==> config.mk <==
export PLATFORM = sky130hd
export DESIGN_NAME = lfsr_move_gen_flat
export DESIGN_NICKNAME = d
export VERILOG_FILES = /design/src/rtl/lfsr_move_gen_pkg.sv /design/src/rtl/lfsr_move_gen_if.sv /design/src/rtl/lfsr_move_gen_core.sv /design/src/rtl/lfsr_move_gen.sv /design/src/flat_wrapper.sv
export SDC_FILE = /design/constraint.sdc
export NUM_CORES = 1
export LEC_CHECK = 0
export CAP_MARGIN = 20
export CORE_MARGIN = 8
export CORE_UTILIZATION = 45
export DETAILED_ROUTE_END_ITERATION = 8
export GPL_TIMING_DRIVEN = 0
export PLACE_DENSITY_LB_ADDON = 0.25
export SETUP_SLACK_MARGIN = 0.3
export SLEW_MARGIN = 25
export SYNTH_ARGS = -nofsm -noshare
export SYNTH_HDL_FRONTEND = slang
export SYNTH_SLANG_ARGS = --single-unit
==> constraint.sdc <==
create_clock -name clk -period 2.5 [get_ports clk]
set_input_delay 0.375 -clock clk [delete_from_list [all_inputs] [get_ports clk]]
set_output_delay 0.375 -clock clk [all_outputs]
set_load 0.005 [all_outputs]
run_1/wires.png
Only two layers are drawn.
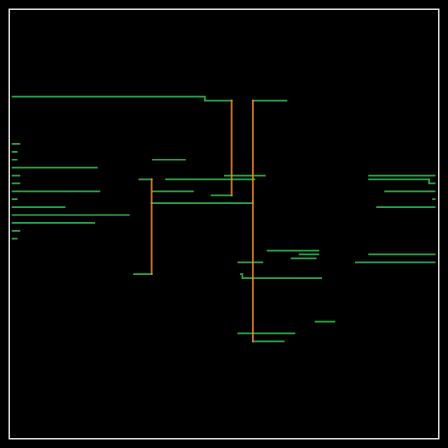
legend:
  orange:
    layer: metal 4
    wire_length: 74.1 um
  green:
    layer: metal 3
    wire_length: 304 um
DRT Wirelength: 3.89 mm
drt wl/cell: 15.3 um
via count: 1335

run_1/congestion.png
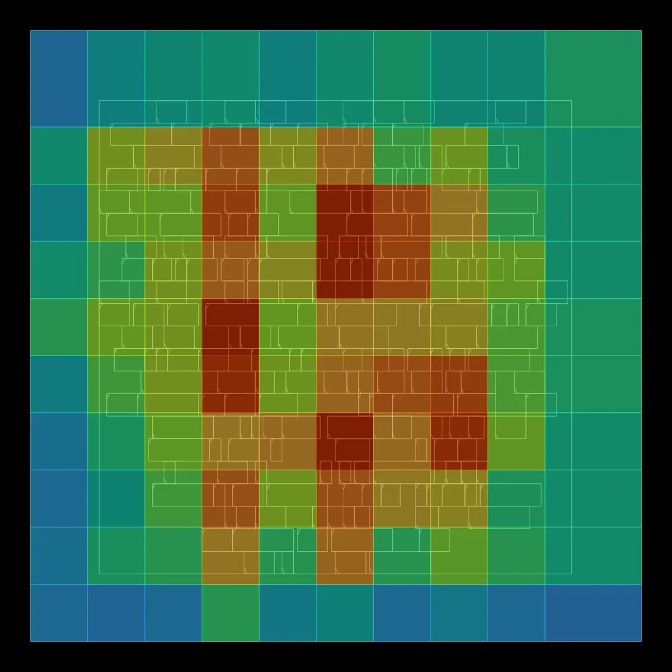
Post-Route Utilization: 63.9%
met1 Track Usage GR: 16.5%
met2 Resource Use GR: 25.0%
Total Routing Usage GR: 15.0%
busiest grt layer: met2

run_1/sizes.png
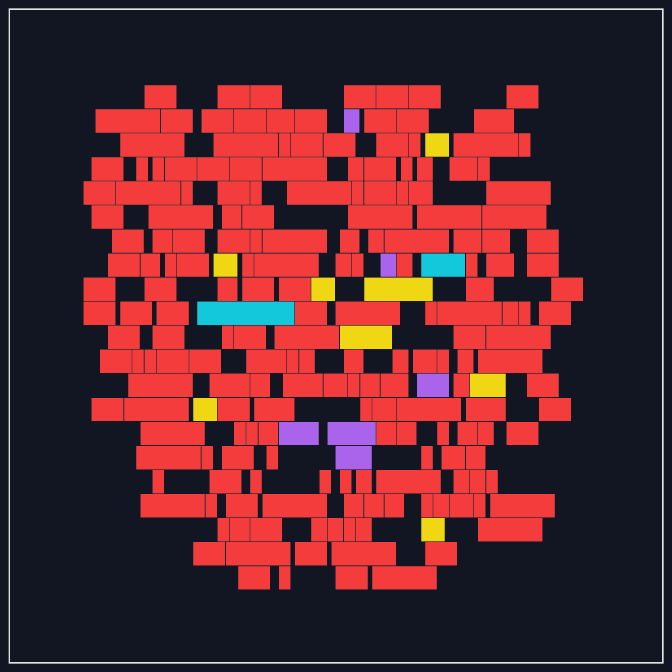
legend:
  red:
    size: _0 and _1 cells
    cells: 193
    share: 92%
    most_used: clkdlybuf4s50_1
  purple:
    size: _2 cells
    cells: 6
    share: 2.9%
    most_used: buf_2
  yellow:
    size: _3 and _4 cells
    cells: 8
    share: 3.8%
    most_used: clkbuf_4
  cyan:
    size: _6 and larger
    cells: 2
    share: 0.96%
Non-clk bufs: 51
Final Instance Area: 0.00208 mm2
Layout area overhead: 38.9%
setup slack after layout: 0.482 ns

run_1/flops_by_reg.png
Bar = 20 um. Other sequential cells in the stronger gray, the rest of the logic in the fainter gray.
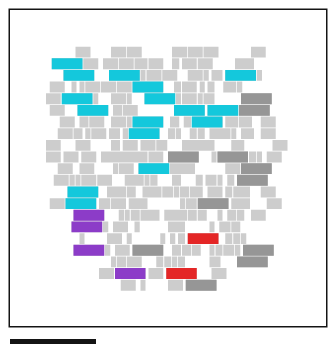
legend:
  purple:
    signal: `u_core.r_limit`
    flops: 4
    where: lower left
  red:
    signal: `u_core.r_state`
    flops: 2
  cyan:
    signal: `u_core.u_core.state`
    flops: 16
register area: 661 um2
seq pwr: 600 uW

==> impl_metrics.py <==
# Generated from Yosys and OpenROAD reports
metrics = {
    "yosys": {
        "synthAoiAreaFrac_pct": 13.7,
        "top_cells_by_count": "33 x dfxtp_1, 19 x mux2i_1, 19 x nor2_1",
        "ys_ff": 33,
        "ys_warn_count": 0,
        "ys_types": 37,
        "netlist_area_mm2": 0.00150,
        "ys_area_mm2": 0.00150,
        "simple_gate_share_pct": 19.0,
        "synth-edff-count": 0,
        "avgSynthCellArea_um2": 9.56,
        "yosysTopAreaCell": "dfxtp_1",
        "async_reset_ff_share_pct": 0,
        "fp_nets": 187,
        "synth_cells": 157,
        "synthAdderAreaFrac_pct": 5.00,
    },
    "place": {
        "place_hpwl_mm": 3.10,
        "place_area_mm2": 0.00200,
        "dp_cells": 247,
        "post-place-ws_ns": 0.416,
        "place_congestion": 0.763,
    },
    "layout": {
        "sh_comb_area_pct": 37.1,
        "flop-count": 33,
        "nNonClkInverters": 10,
        "buf_share_pct": 22.5,
        "lay_top_cells": "44 x clkdlybuf4s50_1, 33 x dfxtp_1, 19 x mux2i_1, 19 x nor2_1, 10 x inv_1",
        "diodes": 0,
        "num-nets-final": 238,
        "clk_share_pct": 4.08,
        "instances_no_fill": 255,
        "comb_cells": 107,
        "clock_buffers": 7,
    },
    "setup_path": {
        "cp.required_ns": 2.74,
        "rrSetupSlack_ns": 0.48,
        "path_depth": 6,
        "worstSetupPathType": "reg2reg",
        "worstRegToRegCells": 6,
        "path_delay_family": "AND-OR/OR-AND gates",
        "crit_buf_inv": 0,
    },
    "clock_network": {
        "path_clk_slew_ns": 0.11,
        "clock-sinks": 33,
        "cts_buffer_depth": 2,
        "postCtsResizedCells": 0,
        "tritoncts": "yes",
        "cts_hold_buf": 0,
        "postCtsSetupRepairBufs": 0,
        "htreeDepth": 2,
    },
    "routing": {
        "first_iter_violations": 119,
        "routed-wl-met2_mm": 1.90,
        "first_pass_iters": 4,
        "ant_nets": 0,
        "via_per_inst": 5.24,
        "wl_met1_mm": 1.61,
    },
    "pwr": {
        "swShare_pct": 26.6,
        "power.largest_group": "registers",
        "p_total_mw": 1.31,
        "seqPwrFrac_pct": 45.9,
        "vdd_drop_max_mv": 0.363,
        "clock_power_uw": 417,
        "p_per_area_mw_per_mm2": 627,
    },
    "global_route": {
        "grt_pass1_vias": 1401,
        "grt_start_max_net_pins": 11,
        "grt_overflow": 0,
        "antenna_found_initial": 0,
        "grt_pass1_wl_mm": 6.30,
    },
    "die": {
        "die_x_um": 73.7,
        "core_area_mm2": 0.00326,
        "taps": 46,
        "die-area_mm2": 0.00544,
        "initial_utilization_pct": 46.0,
    },
    "final_timing": {
        "min_period_ns": 2.02,
        "fin_hold_ws_ns": 0.459,
        "rsz0062_at_grt": "false",
        "fin_crit_sh_pct": 80.7,
        "hold_violations": 0,
        "setup_tns_ns": 0,
        "worstMarginPinSlew_ns": 0.432,
        "slew_violations": 0,
    },
    "outcome": {
        "outcome": "complete, no violations",
    },
    "min_path": {
        "holdCritPathClass": "reg2reg",
    },
    "run": {
        "cap_violations": 0,
        "openroad.warnings": 26,
    },
}
Power and IR drop assume default switching activity.
